`config.mk`:
```
export PLATFORM = sky130hd
export DESIGN_NAME = mcu_el2_lsu_ecc_scrub_flat
export DESIGN_NICKNAME = d
export VERILOG_FILES = /design/src/rtl/mcu_el2_lsu_ecc_scrub_if.sv /design/src/rtl/mcu_el2_lsu_ecc_scrub.sv /design/src/flat_wrapper.sv
export SDC_FILE = /design/constraint.sdc
export NUM_CORES = 1
export LEC_CHECK = 0
export CORE_MARGIN = 3
export CORE_UTILIZATION = 45
export DETAILED_ROUTE_END_ITERATION = 16
export MAX_ROUTING_LAYER = met4
export PLACE_DENSITY_LB_ADDON = 0.15
export SLEW_MARGIN = 20
export SYNTH_ARGS = -nofsm -noshare
export SYNTH_HDL_FRONTEND = slang
export SYNTH_SLANG_ARGS = --single-unit
export TNS_END_PERCENT = 5
```
`constraint.sdc`:
```
create_clock -name clk -period 7.9 [get_ports clk]
set_input_delay 0.79 -clock clk [delete_from_list [all_inputs] [get_ports clk]]
set_output_delay 0.79 -clock clk [all_outputs]
set_load 0.05 [all_outputs]
```
`src/rtl/mcu_el2_lsu_ecc_scrub_if.sv`:
```
// Bus bundle between the LSU R-stage / DCCM write-port arbiter and the
// ECC scrub correction queue. The LSU side uses the master modport and
// the scrub queue uses the slave modport.
interface mcu_el2_lsu_ecc_scrub_if #(
    parameter int ADDR_W = 16,
    parameter int DATA_W = 32,
    parameter int ECC_W  = 7
);
    logic              sec_valid;
    logic [ADDR_W-1:0] sec_addr;
    logic [DATA_W-1:0] sec_data;
    logic [ECC_W-1:0]  sec_ecc;
    logic              ecc_disable;
    logic              port_busy;
    logic              scrub_wr_en;
    logic [ADDR_W-1:0] scrub_wr_addr;
    logic [DATA_W-1:0] scrub_wr_data;
    logic [ECC_W-1:0]  scrub_wr_ecc;
    logic              scrub_full;
    logic              scrub_prio;
    logic              scrub_drop;

    modport master (
        output sec_valid, sec_addr, sec_data, sec_ecc, ecc_disable, port_busy,
        input  scrub_wr_en, scrub_wr_addr, scrub_wr_data, scrub_wr_ecc,
        input  scrub_full, scrub_prio, scrub_drop
    );

    modport slave (
        input  sec_valid, sec_addr, sec_data, sec_ecc, ecc_disable, port_busy,
        output scrub_wr_en, scrub_wr_addr, scrub_wr_data, scrub_wr_ecc,
        output scrub_full, scrub_prio, scrub_drop
    );
endinterface

```
`src/rtl/mcu_el2_lsu_ecc_scrub.sv`:
```
// DCCM ECC scrub correction queue. Single-bit corrected loads are queued
// (coalescing by address) and written back to the DCCM whenever the write
// port is free. A starvation FSM raises scrub_prio after STARVE_LIM blocked
// cycles. Optional macro MCU_LSU_ECC_SCRUB_CNT_EN adds scrub_cnt, a
// saturating count of accepted corrections.
module mcu_el2_lsu_ecc_scrub #(
    parameter int DEPTH      = 2,
    parameter int ADDR_W     = 16,
    parameter int DATA_W     = 32,
    parameter int ECC_W      = 7,
    parameter int STARVE_LIM = 8
) (
    input  logic clk,
    input  logic rst,
    mcu_el2_lsu_ecc_scrub_if.slave bus
`ifdef MCU_LSU_ECC_SCRUB_CNT_EN
    ,
    output logic [15:0] scrub_cnt
`endif
);
    localparam int PTR_W = $clog2(DEPTH);
    localparam int CNT_W = $clog2(DEPTH + 1);

    typedef enum logic [1:0] {
        ST_IDLE = 2'd0,
        ST_PEND = 2'd1,
        ST_PRIO = 2'd2
    } state_t;

    // Circular queue storage
    logic [DEPTH-1:0]  valid_r;
    logic [ADDR_W-1:0] addr_r [DEPTH];
    logic [DATA_W-1:0] data_r [DEPTH];
    logic [ECC_W-1:0]  ecc_r  [DEPTH];
    logic [PTR_W-1:0]  rd_ptr_r;
    logic [PTR_W-1:0]  wr_ptr_r;
    logic [CNT_W-1:0]  count_r;

    state_t            state_r;
    state_t            state_nx_s;
    logic [7:0]        starve_r;
    logic [7:0]        starve_nx_s;

    logic              head_valid_s;
    logic              push_s;
    logic              pop_s;
    logic [DEPTH-1:0]  match_s;
    logic [PTR_W-1:0]  match_idx_s;
    logic              coalesce_s;
    logic              alloc_s;
    logic              drop_s;
    logic              full_s;
    logic [CNT_W-1:0]  count_nx_s;

    // Pointer advance with explicit modulo-DEPTH wrap
    function automatic logic [PTR_W-1:0] ptr_inc(input logic [PTR_W-1:0] p);
        return (p == PTR_W'(DEPTH - 1)) ? {PTR_W{1'b0}} : p + PTR_W'(1);
    endfunction

    // Push/pop decode and address-coalesce search; the popping head is
    // excluded from matching so a re-corrected address gets a fresh entry
    always_comb begin
        head_valid_s = valid_r[rd_ptr_r];
        push_s       = bus.sec_valid & ~bus.ecc_disable;
        pop_s        = head_valid_s & ~bus.port_busy & ~rst;
        match_idx_s  = {PTR_W{1'b0}};
        for (int i = 0; i < DEPTH; i++) begin
            match_s[i]  = valid_r[i] & (addr_r[i] == bus.sec_addr)
                          & ~(pop_s & (PTR_W'(i) == rd_ptr_r));
            match_idx_s = match_idx_s | (match_s[i] ? PTR_W'(i) : {PTR_W{1'b0}});
        end
        full_s     = (count_r == CNT_W'(DEPTH));
        coalesce_s = push_s & (|match_s);
        alloc_s    = push_s & ~(|match_s) & (~full_s | pop_s);
        drop_s     = push_s & ~(|match_s) & full_s & ~pop_s & ~rst;
        count_nx_s = count_r + CNT_W'(alloc_s) - CNT_W'(pop_s);
    end

    // Queue storage, pointers and occupancy update
    always_ff @(posedge clk) begin
        if (rst) begin
            valid_r  <= {DEPTH{1'b0}};
            rd_ptr_r <= {PTR_W{1'b0}};
            wr_ptr_r <= {PTR_W{1'b0}};
            count_r  <= {CNT_W{1'b0}};
        end else begin
            if (pop_s) begin
                valid_r[rd_ptr_r] <= 1'b0;
                rd_ptr_r          <= ptr_inc(rd_ptr_r);
            end
            if (alloc_s) begin
                valid_r[wr_ptr_r] <= 1'b1;
                addr_r[wr_ptr_r]  <= bus.sec_addr;
                data_r[wr_ptr_r]  <= bus.sec_data;
                ecc_r[wr_ptr_r]   <= bus.sec_ecc;
                wr_ptr_r          <= ptr_inc(wr_ptr_r);
            end else if (coalesce_s) begin
                data_r[match_idx_s] <= bus.sec_data;
                ecc_r[match_idx_s]  <= bus.sec_ecc;
            end
            count_r <= count_nx_s;
        end
    end

    // Starvation FSM state and blocked-cycle counter registers
    always_ff @(posedge clk) begin
        if (rst) begin
            state_r  <= ST_IDLE;
            starve_r <= 8'd0;
        end else begin
            state_r  <= state_nx_s;
            starve_r <= starve_nx_s;
        end
    end

    // Starvation FSM next-state: count blocked head cycles, escalate at limit
    always_comb begin
        state_nx_s  = state_r;
        starve_nx_s = starve_r;
        case (state_r)
            ST_IDLE: begin
                starve_nx_s = 8'd0;
                if (alloc_s) begin
                    state_nx_s = ST_PEND;
                end else begin
                    state_nx_s = ST_IDLE;
                end
            end
            ST_PEND: begin
                if (pop_s) begin
                    starve_nx_s = 8'd0;
                    state_nx_s  = (count_nx_s == {CNT_W{1'b0}}) ? ST_IDLE : ST_PEND;
                end else if (head_valid_s & bus.port_busy) begin
                    starve_nx_s = starve_r + 8'd1;
                    state_nx_s  = (starve_r + 8'd1 == 8'(STARVE_LIM)) ? ST_PRIO : ST_PEND;
                end else begin
                    state_nx_s = ST_PEND;
                end
            end
            ST_PRIO: begin
                if (pop_s) begin
                    starve_nx_s = 8'd0;
                    state_nx_s  = (count_nx_s == {CNT_W{1'b0}}) ? ST_IDLE : ST_PEND;
                end else begin
                    state_nx_s = ST_PRIO;
                end
            end
            default: begin
                state_nx_s  = ST_IDLE;
                starve_nx_s = 8'd0;
            end
        endcase
    end

    assign bus.scrub_wr_en   = pop_s;
    assign bus.scrub_wr_addr = head_valid_s ? addr_r[rd_ptr_r] : {ADDR_W{1'b0}};
    assign bus.scrub_wr_data = head_valid_s ? data_r[rd_ptr_r] : {DATA_W{1'b0}};
    assign bus.scrub_wr_ecc  = head_valid_s ? ecc_r[rd_ptr_r]  : {ECC_W{1'b0}};
    assign bus.scrub_full    = full_s;
    assign bus.scrub_prio    = (state_r == ST_PRIO);
    assign bus.scrub_drop    = drop_s;

`ifdef MCU_LSU_ECC_SCRUB_CNT_EN
    logic        accept_s;
    logic [15:0] scrub_cnt_r;

    assign accept_s = (coalesce_s | alloc_s) & ~rst;

    // Saturating count of accepted (coalesced or allocated) corrections
    always_ff @(posedge clk) begin
        if (rst) begin
            scrub_cnt_r <= 16'd0;
        end else if (accept_s && (scrub_cnt_r != 16'hFFFF)) begin
            scrub_cnt_r <= scrub_cnt_r + 16'd1;
        end
    end

    assign scrub_cnt = scrub_cnt_r;
`endif

endmodule

```
`src/flat_wrapper.sv`:
```
// flat-port wrapper written by rule: the top's interface ports become plain ports
module mcu_el2_lsu_ecc_scrub_flat 
#(
    parameter int DEPTH      = 2,
    parameter int ADDR_W     = 16,
    parameter int DATA_W     = 32,
    parameter int ECC_W      = 7,
    parameter int STARVE_LIM = 8
)
  (clk, rst, bus_sec_valid, bus_sec_addr, bus_sec_data, bus_sec_ecc, bus_ecc_disable, bus_port_busy, bus_scrub_wr_en, bus_scrub_wr_addr, bus_scrub_wr_data, bus_scrub_wr_ecc, bus_scrub_full, bus_scrub_prio, bus_scrub_drop);
  mcu_el2_lsu_ecc_scrub_if #(.ADDR_W(ADDR_W), .DATA_W(DATA_W), .ECC_W(ECC_W)) bus_i ();
  input  logic clk;
  input  logic rst;
  input wire logic [$bits(bus_i.sec_valid)-1:0] bus_sec_valid;
  input wire logic [$bits(bus_i.sec_addr)-1:0] bus_sec_addr;
  input wire logic [$bits(bus_i.sec_data)-1:0] bus_sec_data;
  input wire logic [$bits(bus_i.sec_ecc)-1:0] bus_sec_ecc;
  input wire logic [$bits(bus_i.ecc_disable)-1:0] bus_ecc_disable;
  input wire logic [$bits(bus_i.port_busy)-1:0] bus_port_busy;
  output wire logic [$bits(bus_i.scrub_wr_en)-1:0] bus_scrub_wr_en;
  output wire logic [$bits(bus_i.scrub_wr_addr)-1:0] bus_scrub_wr_addr;
  output wire logic [$bits(bus_i.scrub_wr_data)-1:0] bus_scrub_wr_data;
  output wire logic [$bits(bus_i.scrub_wr_ecc)-1:0] bus_scrub_wr_ecc;
  output wire logic [$bits(bus_i.scrub_full)-1:0] bus_scrub_full;
  output wire logic [$bits(bus_i.scrub_prio)-1:0] bus_scrub_prio;
  output wire logic [$bits(bus_i.scrub_drop)-1:0] bus_scrub_drop;
  assign bus_i.sec_valid = bus_sec_valid;
  assign bus_i.sec_addr = bus_sec_addr;
  assign bus_i.sec_data = bus_sec_data;
  assign bus_i.sec_ecc = bus_sec_ecc;
  assign bus_i.ecc_disable = bus_ecc_disable;
  assign bus_i.port_busy = bus_port_busy;
  assign bus_scrub_wr_en = bus_i.scrub_wr_en;
  assign bus_scrub_wr_addr = bus_i.scrub_wr_addr;
  assign bus_scrub_wr_data = bus_i.scrub_wr_data;
  assign bus_scrub_wr_ecc = bus_i.scrub_wr_ecc;
  assign bus_scrub_full = bus_i.scrub_full;
  assign bus_scrub_prio = bus_i.scrub_prio;
  assign bus_scrub_drop = bus_i.scrub_drop;
  mcu_el2_lsu_ecc_scrub #(.DEPTH(DEPTH), .ADDR_W(ADDR_W), .DATA_W(DATA_W), .ECC_W(ECC_W), .STARVE_LIM(STARVE_LIM)) u_core (.clk(clk), .rst(rst), .bus(bus_i));
endmodule
```
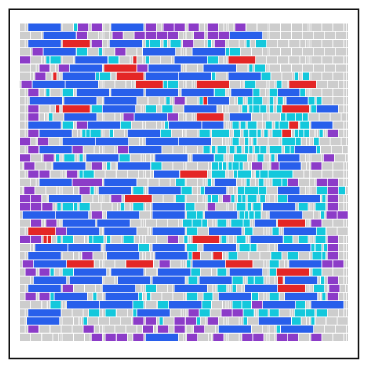
**Above:** cell classes on the final placement.
Scale: 3 px per um. Fill, decap, tap and diode cells in grey.
registers -> blue  # cells 127
remaining logic cells -> cyan  # cells 258
clock drivers and dummy loads -> red  # cells 31
remaining buffers and delay cells -> purple  # cells 122
Core ar.: 11600 um^2
proportion of cell area occupied by registers: 49.3%

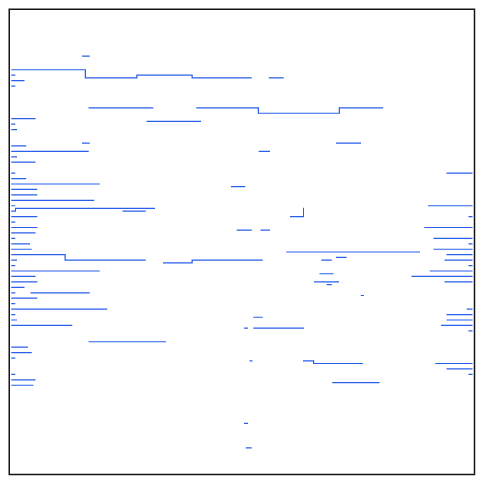
**Above:** the metal 3 layer.
Scale: 4 px per um.
longest straight run = 34.7 um
main direction = horizontal
nets with wire on the layer = 80

==> run notes <==
Observations from the implementation run.

Synth:
- Counting flops with an async set or reset pin after synthesis yields a share of 0%.
- Among all flip-flop cells after synthesis, the most frequent one is edfxtp_1.
- The run gives the share of synthesized cell area in full adder, half adder and majority cells as 1.15%.
- The run puts the post-synthesis cell area at 5440 um^2.
- Yosys instantiated no cell more often than edfxtp_1.
- The synthesis log from Yosys contains 0 warnings.
- By count the netlist is led by edfxtp_1 (110), nor2_1 (73), mux2i_1 (58), xor2_1 (19), xnor2_1 (18).
- The run gives the xor/xnor share of the synthesized area as 5.96%.
- Counting every net in the synthesized netlist gives 464.
- Yosys shows that the main logic family after synthesis is simple AND/OR/NAND/NOR gates.
- The run puts the post-synthesis sequential area ratio at 67.0%.
- The run gives the share of synthesized cell area in and, or, nand and nor gates as 10.8%.
- The run gives the area share of the largest cell type after synthesis as 60.8%.
- The run gives the total cell area reported by yosys after synthesis as 5440 um^2.
- Per the synth log, the flip-flop and latch total comes to 127.

CTS:
- The run gives the number of buffers created by CTS as 17.
- CTS built an H-tree with a depth of 4.
- The run gives the count of hold buffers inserted by post-cts repair as 0.
- The clock drives 127 sinks.
- The run gives the buffer count from post-CTS setup fixing as 0.
- The run puts the clock-pin slew on the worst setup and hold paths at 50 ps.

Setup path:
- The run puts the required time of the critical path at 7110 ps.
- The run gives the largest stage delay on the critical path as 830 ps.
- Per STA, the library cell used most along the worst path is clkdlybuf4s50_1.
- The run gives the terminus of the critical flop-to-flop path as u_core.data_r[0][6].
- Walking the worst path, the cells encountered are clkdlybuf4s50_1, or3_4, inv_1, ha_1, nand4b_1, nor4_1, nor3b_1, clkdlybuf4s50_1.
- The critical path starts at rst.
- The data arrival time reported for the critical path is 3950 ps.
- The run gives the buffering stage count on the worst path with inverters included as 3.
- Following the worst setup path forward leads to its endpoint at bus_scrub_drop.
- For reference, the most critical setup path is categorized as in2out.
- Per the timing report, the most critical flop-to-flop path originates at u_core.rd_ptr_r.
- Per the STA report, the cell with the highest stage delay on the worst path is clkdlybuf4s50_1.
- The run gives the register-to-register path setup slack as 4520 ps.

Power and ir drop:
- The power report puts the leakage power at 2.42 nW.
- The run gives the power group with the largest share as the clock network.
- The run gives the net switching share of the total power as 23.2%.
- The run gives the power attributed to the clock group as 0.766 mW.
- The run puts the power per standard cell area at 232 nW/um^2.
- Power comes to 1.72 mW.

STA:
- In the post-route analysis, the smallest setup slack over all paths is 3160 ps.
- The run puts the number of slew-limit violations in the final report at 0.
- The run gives the clock period minus worst slack as 4740 ps.
- Setup repair after global routing left no endpoint under its margin.
- The run puts the worst clock skew on the final layout at 6.82 ps.
- The run gives the total of endpoints with negative setup slack in the final report as 0.
- For the final routed database, the setup TNS stands at 0 ps.

Placed design:
- The run puts the tally of buffers added on design ports at 118.
- The run puts the placement-stage worst setup slack at 3230 ps.
- RePlAce ended its routability-driven mode at a weighted congestion of 0.804.

Drt:
- The iteration count recorded for the first detailed-route pass is 4.
- The run gives the routed via count as 3522.
- The run gives the final wirelength as 11.8 mm.
- The run gives the number of remaining DRC errors as 0.
- In the detailed route, the total length drawn on met2 is 5.56 mm.
- The routed design shows a via density per instance of 5.17.
- After detailed routing, the wire length on met1 is 5.31 mm.
- Routed signal wires occupy layers up through met4.

Cells and area:
- The run gives the portion of the layout cell area used by clock cells as 7.80%.
- The clock buffers instantiated in the layout total 20.
- For the completed layout, the total cell area is recorded as 7390 um^2.
- Sequential cells placed in the final layout were counted as 127.
- 251 cells are multi-input combinational gates.
- The registers reported with the highest flop counts are u_core.data_r x64, u_core.addr_r x32, u_core.ecc_r x14.
- The register with the most flip-flops in the layout has 64 of them.
- The run gives the portion of the layout cell area used by non-clock buffers as 16.6%.
- The run puts the number of non-filler instances in the completed layout at 681.
- The run gives the growth of design area from synthesis to finish as 36.0%.
- The run puts the total area of multi-input combinational cells at 1730 um^2.
- The run puts the number of nets in the layout at 591.

Run status:
- The flow ran to the end, and the final reports show no timing, DRC or antenna violations.

Die:
- The run puts the width of the chip at 116 um.
- The run puts the initial cell density of the core at 46.8%.

Flow run:
- The run gives the number of logged tool warnings as 27.

Global routing:
- The run puts the met3 routing resource usage after global routing at 7.00%.
- The run gives the maximum number of pins on one net before global-route repair as 58.
- The run gives the met1 track utilization from global routing as 23.6%.
- Global routing finished with a remaining overflow of 0.
- The run puts the met2 usage at 28.7%.
- The run puts the number of antenna violations at the first check in global routing at 0.

Hold path:
- The worst hold path begins at u_core.starve_r[1].
Power is estimated from default activity; no workload was simulated.
